## src/rtl/moore_mon_pkg.sv

```systemverilog
// Shared types and default tuning for the 11011 match monitor.
package moore_mon_pkg;

  typedef enum logic [1:0] {
    IDLE  = 2'd0,
    ARMED = 2'd1,
    ALARM = 2'd2
  } mon_state_t;

  localparam int DEF_CNT_W  = 8;
  localparam int DEF_GAP_W  = 8;
  localparam int DEF_WIN    = 16;
  localparam int DEF_THRESH = 3;

endpackage

```

## src/rtl/moore_match_monitor_sat_counter.sv

```systemverilog
// Saturating up-counter with synchronous clear and load; clear beats load beats increment.
module sat_counter #(
  parameter int W = 8
) (
  input  logic         clk,
  input  logic         rst,
  input  logic         clr,
  input  logic         ld,
  input  logic [W-1:0] ld_val,
  input  logic         inc,
  output logic [W-1:0] q
);

  logic [W-1:0] q_reg;

  always_ff @(posedge clk or negedge rst) begin
    if (!rst) begin
      q_reg <= '0;
    end else if (clr) begin
      q_reg <= '0;
    end else if (ld) begin
      q_reg <= ld_val;
    end else if (inc && (q_reg != {W{1'b1}})) begin
      q_reg <= q_reg + 1'b1;
    end
  end

  assign q = q_reg;

endmodule

```

## src/rtl/moore_match_monitor.sv

```systemverilog
// Converts the detector level into match events, counts them, times the gaps
// between them and raises a sticky alarm on THRESH matches inside a WIN-cycle window.
module moore_match_monitor
  import moore_mon_pkg::*;
#(
  parameter int CNT_W  = DEF_CNT_W,
  parameter int GAP_W  = DEF_GAP_W,
  parameter int WIN    = DEF_WIN,
  parameter int THRESH = DEF_THRESH
) (
  input  logic             clk,
  input  logic             rst,
  input  logic             d,
  input  logic             clr,
  output logic             evt,
  output logic [CNT_W-1:0] match_cnt,
  output logic [GAP_W-1:0] last_gap,
  output logic             gap_vld,
  output logic             alarm
);

  localparam int WT_W = (WIN > 2) ? $clog2(WIN) : 1;
  localparam int WC_W = $clog2(THRESH + 1);

  mon_state_t       state_reg;
  logic             d_q_reg;
  logic             evt_reg;
  logic             alarm_reg;
  logic             gap_vld_reg;
  logic             seen_reg;
  logic [GAP_W-1:0] last_gap_reg;
  logic [WT_W-1:0]  win_tmr_reg;
  logic [GAP_W-1:0] gap_tmr;
  logic [GAP_W-1:0] gap_next;
  logic [WC_W-1:0]  win_cnt;

  logic det;
  logic armed;
  logic win_close;
  logic win_hit;
  logic win_cnt_clr;
  logic win_cnt_ld;
  logic win_cnt_inc;

  // d_q keeps tracking d through clr so a held level never re-counts afterwards.
  always_ff @(posedge clk or negedge rst) begin
    if (!rst) begin
      d_q_reg <= 1'b0;
    end else begin
      d_q_reg <= d;
    end
  end

  assign det   = d & ~d_q_reg;
  assign armed = (state_reg == ARMED);

  // The closing edge is the one on which the window timer would reach WIN-1.
  assign win_close = armed && (win_tmr_reg == WT_W'(WIN - 2));
  assign win_hit   = armed && det && (win_cnt == WC_W'(THRESH - 1));

  assign win_cnt_clr = clr | (win_close & ~det);
  assign win_cnt_ld  = det & ((state_reg == IDLE) | (win_close & ~win_hit));
  assign win_cnt_inc = det & armed;

  assign gap_next = (gap_tmr == {GAP_W{1'b1}}) ? gap_tmr : gap_tmr + 1'b1;

  sat_counter #(.W(CNT_W)) u_match_cnt (
    .clk    (clk),
    .rst    (rst),
    .clr    (clr),
    .ld     (1'b0),
    .ld_val ({CNT_W{1'b0}}),
    .inc    (det),
    .q      (match_cnt)
  );

  sat_counter #(.W(GAP_W)) u_gap_tmr (
    .clk    (clk),
    .rst    (rst),
    .clr    (clr | det),
    .ld     (1'b0),
    .ld_val ({GAP_W{1'b0}}),
    .inc    (seen_reg),
    .q      (gap_tmr)
  );

  sat_counter #(.W(WC_W)) u_win_cnt (
    .clk    (clk),
    .rst    (rst),
    .clr    (win_cnt_clr),
    .ld     (win_cnt_ld),
    .ld_val (WC_W'(1)),
    .inc    (win_cnt_inc),
    .q      (win_cnt)
  );

  always_ff @(posedge clk or negedge rst) begin
    if (!rst) begin
      state_reg    <= IDLE;
      evt_reg      <= 1'b0;
      alarm_reg    <= 1'b0;
      gap_vld_reg  <= 1'b0;
      seen_reg     <= 1'b0;
      last_gap_reg <= '0;
      win_tmr_reg  <= '0;
    end else if (clr) begin
      state_reg    <= IDLE;
      evt_reg      <= 1'b0;
      alarm_reg    <= 1'b0;
      gap_vld_reg  <= 1'b0;
      seen_reg     <= 1'b0;
      last_gap_reg <= '0;
      win_tmr_reg  <= '0;
    end else begin
      evt_reg <= det;
      if (det) begin
        seen_reg <= 1'b1;
        if (seen_reg) begin
          last_gap_reg <= gap_next;
          gap_vld_reg  <= 1'b1;
        end
      end
      case (state_reg)
        IDLE: begin
          if (det) begin
            state_reg   <= ARMED;
            win_tmr_reg <= '0;
          end
        end
        ARMED: begin
          if (win_hit) begin
            state_reg <= ALARM;
            alarm_reg <= 1'b1;
          end else if (win_close) begin
            // A match on the closing edge opens the next window directly.
            win_tmr_reg <= '0;
            if (!det) begin
              state_reg <= IDLE;
            end
          end else begin
            win_tmr_reg <= win_tmr_reg + 1'b1;
          end
        end
        ALARM: begin
          alarm_reg <= 1'b1;
        end
        default: begin
          state_reg <= IDLE;
        end
      endcase
    end
  end

  assign evt      = evt_reg;
  assign last_gap = last_gap_reg;
  assign gap_vld  = gap_vld_reg;
  assign alarm    = alarm_reg;

endmodule

```

## config.mk

```make
export PLATFORM = sky130hd
export DESIGN_NAME = moore_match_monitor
export DESIGN_NICKNAME = d
export VERILOG_FILES = /design/src/rtl/moore_mon_pkg.sv /design/src/rtl/moore_match_monitor_sat_counter.sv /design/src/rtl/moore_match_monitor.sv
export SDC_FILE = /design/constraint.sdc
export NUM_CORES = 1
export LEC_CHECK = 0
export CAP_MARGIN = 15
export CORE_ASPECT_RATIO = 1.5
export CORE_MARGIN = 2
export CORE_UTILIZATION = 45
export CTS_BUF_LIST = sky130_fd_sc_hd__clkbuf_16
export DETAILED_ROUTE_END_ITERATION = 10
export GPL_ROUTABILITY_DRIVEN = 1
export MAX_ROUTING_LAYER = met4
export PLACE_DENSITY = 0.69
export SYNTH_ARGS = -nofsm -noshare
export SYNTH_HDL_FRONTEND = slang
export SYNTH_SLANG_ARGS = --single-unit
```

## constraint.sdc

```tcl
create_clock -name clk -period 1.7 [get_ports clk]
set_input_delay 0.17 -clock clk [delete_from_list [all_inputs] [get_ports clk]]
set_output_delay 0.17 -clock clk [all_outputs]
set_load 0.02 [all_outputs]
```

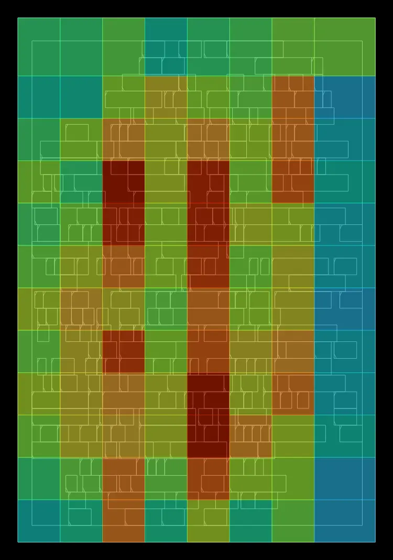
Figure 1: routing congestion map.
Tot GR Track Use: 21.4%
met1 GRT Util: 23.6%

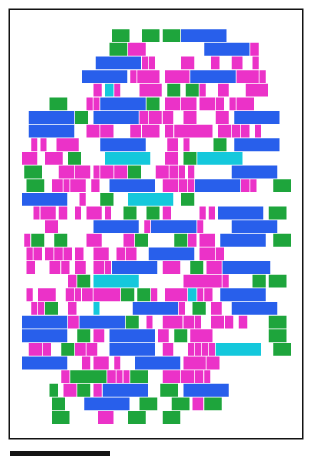
Figure 2: placement by cell class.
Bar = 20 µm.
legend:
  sequential cells:
    colour: blue
    cells: 37
    share_of_their_area: 36%
  clock drivers and dummy loads:
    colour: cyan
    cells: 8
    share_of_their_area: 5.4%
  remaining logic cells:
    colour: magenta
    cells: 160
    share_of_their_area: 40%
  remaining buffers and delay cells:
    colour: green
    cells: 53
    share_of_their_area: 18%
Final Core Density: 61.5%
Design Area, Final: 2610 µm²
core area: 4250 µm²
row count: 29

==> impl_metrics.yaml <==
# yosys + openroad results
power:
  power-per-cell-area_nw_per_um2: 761
  p_leak_nw: 1.15
clock_network:
  cts_tree: "done"
  ctsLongestPathBuffers: 2
  root_buffer: "clkbuf_16"
  numCtsBuffers: 5
  cts.sinks: 37
  post_cts_buffers: 0
critical_path:
  cp_top_family: "buffers and inverters"
  end_kind: "output pin"
  critPathRequiredTime_ns: 1.53
  arrival_ns: 1.43
  critical_path.cell_chain: "clkdlybuf4s50_1"
cells_and_area:
  layout-drive-gt1-share_pct: 18.2
  syn_to_final_growth_pct: 31.5
  fin_nets: 267
  fin_cells: 304
  final-seq-area_um2: 927
  diodes: 0
final_timing:
  hold_ws_ns: 0.362
  drv_slew: 0
  fin_crit_ns: 1.60
  worst_slack_ns: 0.0970
  finalSetupViolCount: 0
  worstMarginPinSlew_ns: 0.423
place:
  gp_congestion: 0.854
  numPlacedInstances: 295
yosys:
  synthTopCellsByCount: "dfrtp_1 (37), nor2_1 (26), a21oi_1 (16)"
  syn-cell-area_um2: 1990
  ys_cells: 206
  yosysTopAreaCell: "dfrtp_1"
  postSynth.topFlopCell: "dfrtp_1"
  yosysMostFrequentCell: "dfrtp_1"
  synthCells: 206
  postSynthSeqShare_pct: 46.6
  synth_flops: 37
  synthArstFlopShare_pct: 100
floorplanning:
  fp.dieArea_um2: 4970
  io_pins: 23
drt:
  drc: 0
  ant_nets: 0
  wl_per_cell_um: 15.0
  drt-total-wl_mm: 4.55
  drtIter0Drc: 50
global_route:
  grt_pass1_vias: 1648
  overflow: 0
  grt_pass1_wl_mm: 7.78
status:
  outcome: "finished clean"
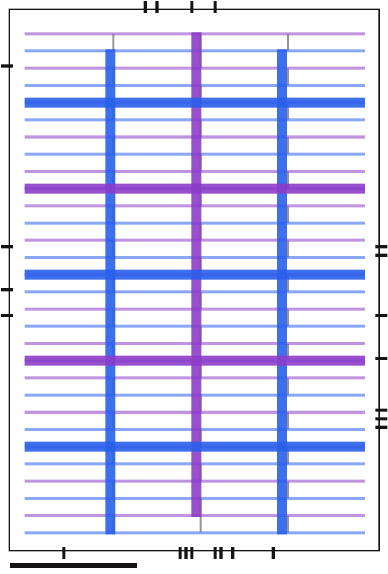
Figure 3: power grid.
Bar = 20 µm. Pins as bars on the die edge. Tap cells in grey.
legend:
  VSS:
    colour: blue
  VDD:
    colour: purple
met5 straps: 5
tap cells: 46
met1 rails: 30
rows: 29
signal pins: 23
maximum VDD drop: 0.762 mV
die width: 58.2 µm
Die Y-Extent: 85.4 µm

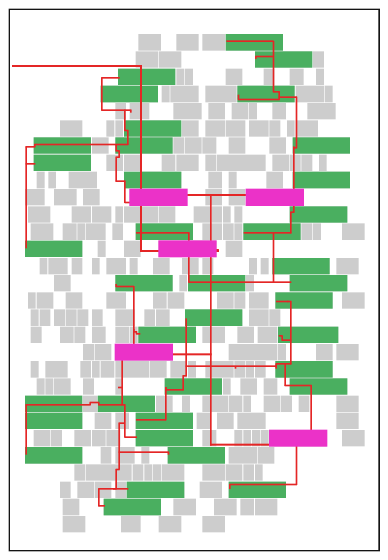
Figure 4: clock wires, drivers and flops.
legend:
  clock wires:
    colour: red
    length: 493 µm
  flip-flops:
    colour: green
    count: 37
  clock-net drivers:
    colour: magenta
    count: 5
flops lie: widely spread
routed clock nets: 6
P_clk: 0.871 mW
Clk pwr share: 43.8%
Clock Latency Late Sink: 0.28 ns
clock skew: 0.00393 ns

==> per-stage QoR <==
step | instance area, µm² | setup TNS, ns | power, mW | utilization (%)
after floorplan | 1990 | 0 | 1.03 | -
after global placement | 2450 | -0.973 | 1.13 | 57.7
after detailed placement | 2450 | -2.04 | 1.13 | 57.7
after CTS | 2600 | 0 | 2.01 | 61.2
after global routing | 2610 | 0 | 2.07 | 61.5
final | 2610 | 0 | 1.99 | 61.5
==> cell families after synthesis <==
family / count (synthesis) / synth area share (%)
buf+inv: 19 / 4.28
simple gates: 84 / 22.6
xor+xnor: 8 / 3.53
flops: 37 / 46.6
compound gates: 46 / 16.1
fa+ha+maj: 6 / 3.78
mux: 6 / 3.09
==> metal layers <==
layer	wire (µm)	GRT usage, %	vias up
met5	0	-	-
met4	116	8.88	0
met3	127	4.27	10
met2	2490	36.7	32
met1	1810	23.6	821
li1	-	-	838
==> report_power, final <==
| group | switching [mW] | total [mW] | internal (mW) |
|---|---|---|---|
| sequential | 0.0167 | 0.917 | 0.900 |
| clock | 0.340 | 0.871 | 0.532 |
| combinational | 0.109 | 0.199 | 0.0899 |
==> layout by cell type, fill, tap and decap left out, drive strengths merged, types with 3 or more instances in the layout <==
master / n
clkbuf: 5
nand4: 3
or4: 3
nor3: 8
inv: 11
nand2b: 3
nor4: 3
nor2b: 3
nand2: 13
xor2: 5
nor2: 27
nand3: 6
a21oi: 16
or3: 4
buf: 31
clkdlybuf4s50: 21
and3: 6
ha: 6
xnor2: 3
a211oi: 4
mux2i: 5
o211ai: 5
o21ai: 6
a311oi: 4
dfrtp: 37
==> final cells by class <==
class                   instances  area share [%]
flip-flops and latches         37            35.5
clock buffers                   5            4.79
clock inverters                 3           0.527
multi-input cells             150            37.8
well taps                      46            2.20
inverters                      10            1.44
repair buffers                 53            17.7
==> path summary, 6_finish.rpt <==
kind / endpoint / slack, ns / depth (start not counted)
max: match_cnt[2] / 0.1 / 1
min in group clk: d_q_reg / 0.41 / 1
min reg2reg: gap_vld / 0.50 / 2
min: u_gap_tmr.q[4] / 0.36 / 2
max in group asynchronous: u_match_cnt.q[0] / 0.88 / 3
max reg2reg: win_tmr_reg[1] / 0.12 / 5
==> what timing repair did <==
item,CTS,global route
endpoints found under the hold margin,16,0
resized,0,2
endpoints found under the setup margin,0,3
hold buffers,1,0
No activity file was given, so power comes from the tool's default toggle rates.
